<file path="src/rtl/regfile_mp_pkg.sv">
// Shared register-file definitions, also consumed by the decode/hazard unit.
package regfile_mp_pkg;

    localparam int unsigned DATA_W_DEF = 32;
    localparam int unsigned ADDR_W_DEF = 5;

    // Architectural zero register index.
    localparam int unsigned ZERO_ADDR  = 0;

endpackage : regfile_mp_pkg

</file>
<file path="src/rtl/regfile_wr_arb.sv">
// Priority resolution of the write ports against one register address.
module regfile_wr_arb #(
    parameter int unsigned DATA_W = 32,
    parameter int unsigned ADDR_W = 5,
    parameter int unsigned NWR    = 1
) (
    input  logic [ADDR_W-1:0]     i_addr,
    input  logic [NWR-1:0]        i_wr_en,
    input  logic [NWR*ADDR_W-1:0] i_wr_addr,
    input  logic [NWR*DATA_W-1:0] i_wr_data,
    output logic                  o_hit_c,
    output logic [DATA_W-1:0]     o_data_c,
    output logic [NWR-1:0]        o_clr_mask_c
);

    // Ascending scan so the highest-index matching port supplies the data.
    always_comb begin
        o_hit_c      = 1'b0;
        o_data_c     = '0;
        o_clr_mask_c = '0;
        for (int unsigned j = 0; j < NWR; j++) begin
            if (i_wr_en[j] && (i_wr_addr[j*ADDR_W +: ADDR_W] == i_addr)) begin
                o_hit_c         = 1'b1;
                o_data_c        = i_wr_data[j*DATA_W +: DATA_W];
                o_clr_mask_c[j] = 1'b1;
            end
        end
    end

endmodule : regfile_wr_arb

</file>
<file path="src/rtl/regfile_mp.sv">
// Multi-port register file with write bypass and pending-write scoreboard.
module regfile_mp
    import regfile_mp_pkg::*;
#(
    parameter int unsigned DATA_W   = DATA_W_DEF,
    parameter int unsigned ADDR_W   = ADDR_W_DEF,
    parameter int unsigned NRD      = 2,
    parameter int unsigned NWR      = 1,
    parameter int unsigned BYPASS   = 1,
    parameter int unsigned ZERO_REG = 1
) (
    input  logic                  clk,
    input  logic                  rst_n,
    input  logic [NRD*ADDR_W-1:0] rd_addr,
    output logic [NRD*DATA_W-1:0] rd_data,
    output logic [NRD-1:0]        rd_busy,
    input  logic [NWR-1:0]        wr_en,
    input  logic [NWR*ADDR_W-1:0] wr_addr,
    input  logic [NWR*DATA_W-1:0] wr_data,
    input  logic                  sb_set,
    input  logic [ADDR_W-1:0]     sb_addr,
    output logic [ADDR_W:0]       busy_cnt
);

    localparam int unsigned DEPTH = 1 << ADDR_W;
    localparam int unsigned CNT_W = ADDR_W + 1;

    logic [DATA_W-1:0] r_mem [DEPTH];
    logic [DEPTH-1:0]  r_busy;
    logic [CNT_W-1:0]  r_busy_cnt;

    logic [DEPTH-1:0]  w_st_we;
    logic [DEPTH-1:0]  w_st_clr;
    logic [DATA_W-1:0] w_st_data [DEPTH];
    logic [DEPTH-1:0]  w_busy_nxt;

    function automatic logic [CNT_W-1:0] popcnt(input logic [DEPTH-1:0] v);
        logic [CNT_W-1:0] c;
        c = '0;
        for (int unsigned i = 0; i < DEPTH; i++) begin
            c = c + CNT_W'(v[i]);
        end
        return c;
    endfunction

    // Per-entry write resolution; the zero register never takes writes or clears.
    for (genvar a = 0; a < DEPTH; a++) begin : g_st
        logic           w_hit;
        logic [NWR-1:0] w_clr_mask;
        logic           w_is_zero;

        assign w_is_zero = (ZERO_REG != 0) && (a == ZERO_ADDR);

        regfile_wr_arb #(
            .DATA_W (DATA_W),
            .ADDR_W (ADDR_W),
            .NWR    (NWR)
        ) u_arb (
            .i_addr       (ADDR_W'(a)),
            .i_wr_en      (wr_en),
            .i_wr_addr    (wr_addr),
            .i_wr_data    (wr_data),
            .o_hit_c      (w_hit),
            .o_data_c     (w_st_data[a]),
            .o_clr_mask_c (w_clr_mask)
        );

        assign w_st_we[a]  = w_hit && !w_is_zero;
        assign w_st_clr[a] = (|w_clr_mask) && !w_is_zero;
    end

    // Register storage update.
    always_ff @(posedge clk or negedge rst_n) begin
        if (!rst_n) begin
            for (int unsigned i = 0; i < DEPTH; i++) begin
                r_mem[i] <= '0;
            end
        end else begin
            for (int unsigned i = 0; i < DEPTH; i++) begin
                if (w_st_we[i]) begin
                    r_mem[i] <= w_st_data[i];
                end
            end
        end
    end

    // Next busy vector: writeback clears, then a younger issue sets.
    always_comb begin
        w_busy_nxt = r_busy;
        for (int unsigned i = 0; i < DEPTH; i++) begin
            if (w_st_clr[i]) begin
                w_busy_nxt[i] = 1'b0;
            end
        end
        if (sb_set) begin
            w_busy_nxt[sb_addr] = 1'b1;
        end
        if (ZERO_REG != 0) begin
            w_busy_nxt[ZERO_ADDR] = 1'b0;
        end
    end

    // Scoreboard and its population count.
    always_ff @(posedge clk or negedge rst_n) begin
        if (!rst_n) begin
            r_busy     <= '0;
            r_busy_cnt <= '0;
        end else begin
            r_busy     <= w_busy_nxt;
            r_busy_cnt <= popcnt(w_busy_nxt);
        end
    end

    assign busy_cnt = r_busy_cnt;

    // Read ports with optional same-cycle forwarding.
    for (genvar k = 0; k < NRD; k++) begin : g_rd
        logic [ADDR_W-1:0] w_addr;
        logic              w_hit;
        logic [DATA_W-1:0] w_byp_data;
        logic [NWR-1:0]    w_match_mask;
        logic              w_is_zero;
        logic              w_fwd;

        assign w_addr    = rd_addr[k*ADDR_W +: ADDR_W];
        assign w_is_zero = (ZERO_REG != 0) && (w_addr == ADDR_W'(ZERO_ADDR));

        regfile_wr_arb #(
            .DATA_W (DATA_W),
            .ADDR_W (ADDR_W),
            .NWR    (NWR)
        ) u_arb (
            .i_addr       (w_addr),
            .i_wr_en      (wr_en),
            .i_wr_addr    (wr_addr),
            .i_wr_data    (wr_data),
            .o_hit_c      (w_hit),
            .o_data_c     (w_byp_data),
            .o_clr_mask_c (w_match_mask)
        );

        assign w_fwd = (BYPASS != 0) && w_hit && (|w_match_mask) && !w_is_zero;

        assign rd_data[k*DATA_W +: DATA_W] = w_fwd     ? w_byp_data :
                                             w_is_zero ? '0         : r_mem[w_addr];
        assign rd_busy[k] = !w_fwd && !w_is_zero && r_busy[w_addr];
    end

endmodule : regfile_mp

</file>
<file path="config.mk">
export PLATFORM = sky130hd
export DESIGN_NAME = regfile_mp
export DESIGN_NICKNAME = d
export VERILOG_FILES = /design/src/rtl/regfile_mp_pkg.sv /design/src/rtl/regfile_wr_arb.sv /design/src/rtl/regfile_mp.sv
export SDC_FILE = /design/constraint.sdc
export NUM_CORES = 2
export LEC_CHECK = 0
export CAP_MARGIN = 10
export CORE_MARGIN = 2
export CORE_UTILIZATION = 55
export DETAILED_ROUTE_END_ITERATION = 10
export GPL_ROUTABILITY_DRIVEN = 0
export PLACE_DENSITY = 0.72
export SLEW_MARGIN = 40
export SYNTH_ARGS = -nofsm -noshare
export SYNTH_HDL_FRONTEND = slang
export SYNTH_SLANG_ARGS = --single-unit
</file>
<file path="constraint.sdc">
create_clock -name clk -period 12.3 [get_ports clk]
set_clock_uncertainty 0.1 [all_clocks]
set_input_delay 2.46 -clock clk [delete_from_list [all_inputs] [get_ports clk]]
set_output_delay 2.46 -clock clk [all_outputs]
set_load 0.02 [all_outputs]
</file>
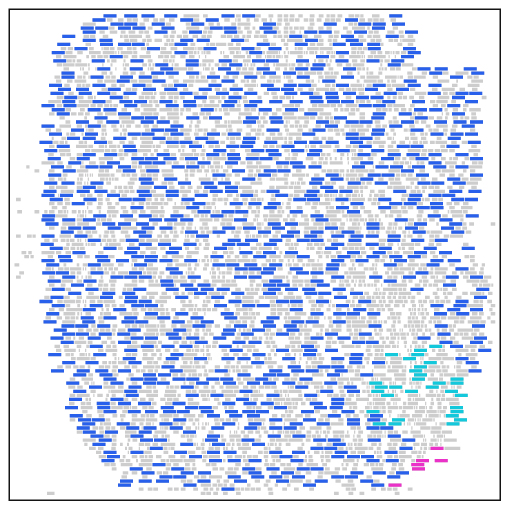
(images/flops_by_reg.png)
Drawn at 1.5 px/um.
| colour | netlist name | placed flops | where |
|---|---|---|---|
| cyan | r_busy | 31 | bottom right |
| magenta | busy_cnt | 6 | bottom right |
| blue | r_mem | 992 | all over the die |

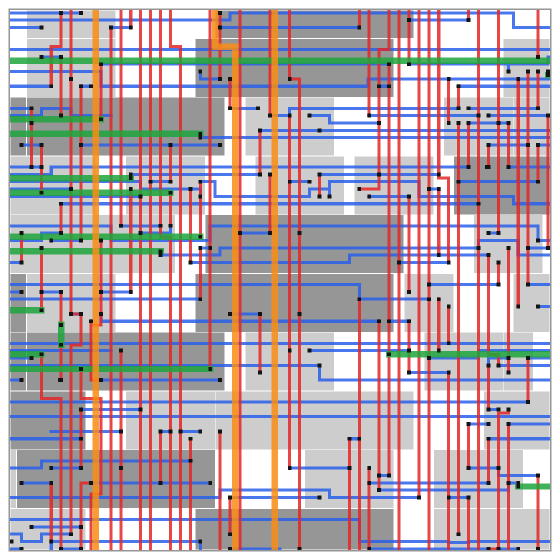
(images/detail.png)
Window x 232 to 257, y 232 to 257 um. Cells in grey, sequential cells in the stronger grey; small squares are vias.
| colour | layer |
|---|---|
| blue | metal 1 |
| red | metal 2 |
| green | metal 3 |
| orange | metal 4 |
cells with their middle in the window: 29
most frequent: mux2_2 (8), dfrtp_1 (7), mux2i_1 (5)
netlist names of flops here include: r_mem (7)
sequential cells in the window: 7

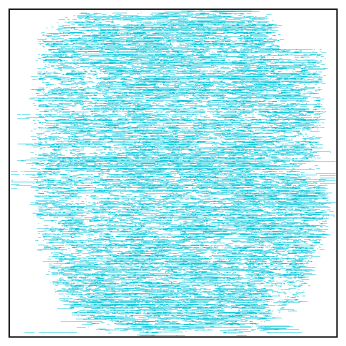
(images/layer_met1.png)
Drawn at 1 px/um.
main direction: horizontal
longest straight run: 84.6 um
met1 Usage GRT: 0.4638
drt total wl: 177800 um
DR vias: 39642

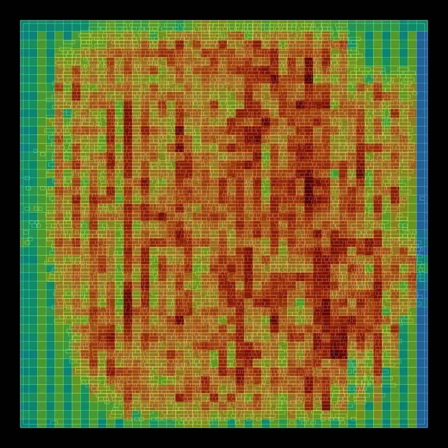
(images/congestion.png)
DR WL/cell: 31.09 um
met3 usage: 0.07014
met2 Use GR: 0.5049
GR peak layer: met2
Total GRT Usage: 0.3324

flip-flops by register name (all words and copies together) (netlist names):
register  cells
r_mem       992
busy_cnt      6
r_busy       31
final cells by class:
cell class / count / area [um^2] / area share
well taps: 1380 / 1727 / 0.02728
clock inverters: 43 / 579.3 / 0.009154
repair buffers: 267 / 2631 / 0.04158
diodes: 1 / 2.502 / 0.00003954
clock buffers: 162 / 3258 / 0.05148
flip-flops and latches: 1029 / 25750 / 0.4069
multi-input cells: 2779 / 29130 / 0.4603
inverters: 56 / 210.2 / 0.003321
worst reg2reg max path: cells and delay by family (launching register included):
kind / cells / cell delay, ps
fa+ha+maj: 8 / 3580
buf+inv: 7 / 440
xor+xnor: 1 / 130
flops: 1 / 400
compound gates: 3 / 420
==> flow_metrics.py <==
# Generated from Yosys and OpenROAD reports
metrics = {
    "status": {
        "outcome": "complete, no violations",
    },
    "synth": {
        "edf_count": 0,
        "synth_top_area_share": 0.4508,
        "ys_types": 70,
        "yosysTopAreaCell": "dfrtp_1",
        "ys_area_um2": 57120,
        "compound_area_frac": 0.06806,
        "topCombFamilyByArea": "multiplexers",
        "syn_area_um2": 57120,
        "ys.flop_type": "dfrtp_1",
        "netlist_instances": 4316,
    },
    "finish": {
        "drive_gt1_frac": 0.3845,
        "fillCellCount": 7971,
        "layout.cells.non_filler": 5717,
        "lay_top_cells": "dfrtp_1 (1029), mux2_2 (1002), mux2i_1 (515)",
        "final_common_cell": "dfrtp_1",
    },
    "hold_path": {
        "holdPathEnd": "r_mem[699]",
        "hold_start": "r_mem[699]",
        "whs_path_depth": 1,
    },
    "power_and_ir_drop": {
        "sequentialPower_mw": 4.61,
        "p_sw_mw": 3.497,
        "internal_power_mw": 7.943,
        "p_comb_frac": 0.289,
        "ir_drop_uv": 361.1,
        "power_frac_clock": 0.308,
        "power_mw": 11.44,
        "pg_clk_mw": 3.52,
        "power_leader": "registers",
    },
    "setup_path": {
        "path_delay_family": "buffers and inverters",
        "reg2reg_depth": 19,
        "cp-startpoint": "rd_addr[6]",
        "cp.arrival_ps": 6700,
        "cp.required_ps": 9740,
        "crit_type": "in2out",
        "crit_path_end_kind": "output port",
        "cpPeakStageDelay_ps": 760,
        "critPathSlowestCell": "clkdlybuf4s50_1",
    },
    "global_route": {
        "grt_pass1_wl_um": 265100,
    },
    "clock_tree": {
        "clk_pin_slew_ps": 60,
        "post_cts_buffers": 0,
        "cts_root_buf": "clkbuf_16",
        "cts_max_level": 3,
    },
    "floorplanning": {
        "design.portCount": 128,
        "die_x_um": 326.3,
        "core_area_um2": 103200,
    },
    "detailed_routing": {
        "drt_pass1_iterations": 6,
        "drtIter0Drc": 4455,
    },
    "placed_design": {
        "place_hpwl_um": 100500,
    },
    "timing": {
        "max_slew_margin": 0.3371,
        "hold_viol": 0,
    },
    "job": {
        "maxCapViolCount": 0,
    },
}
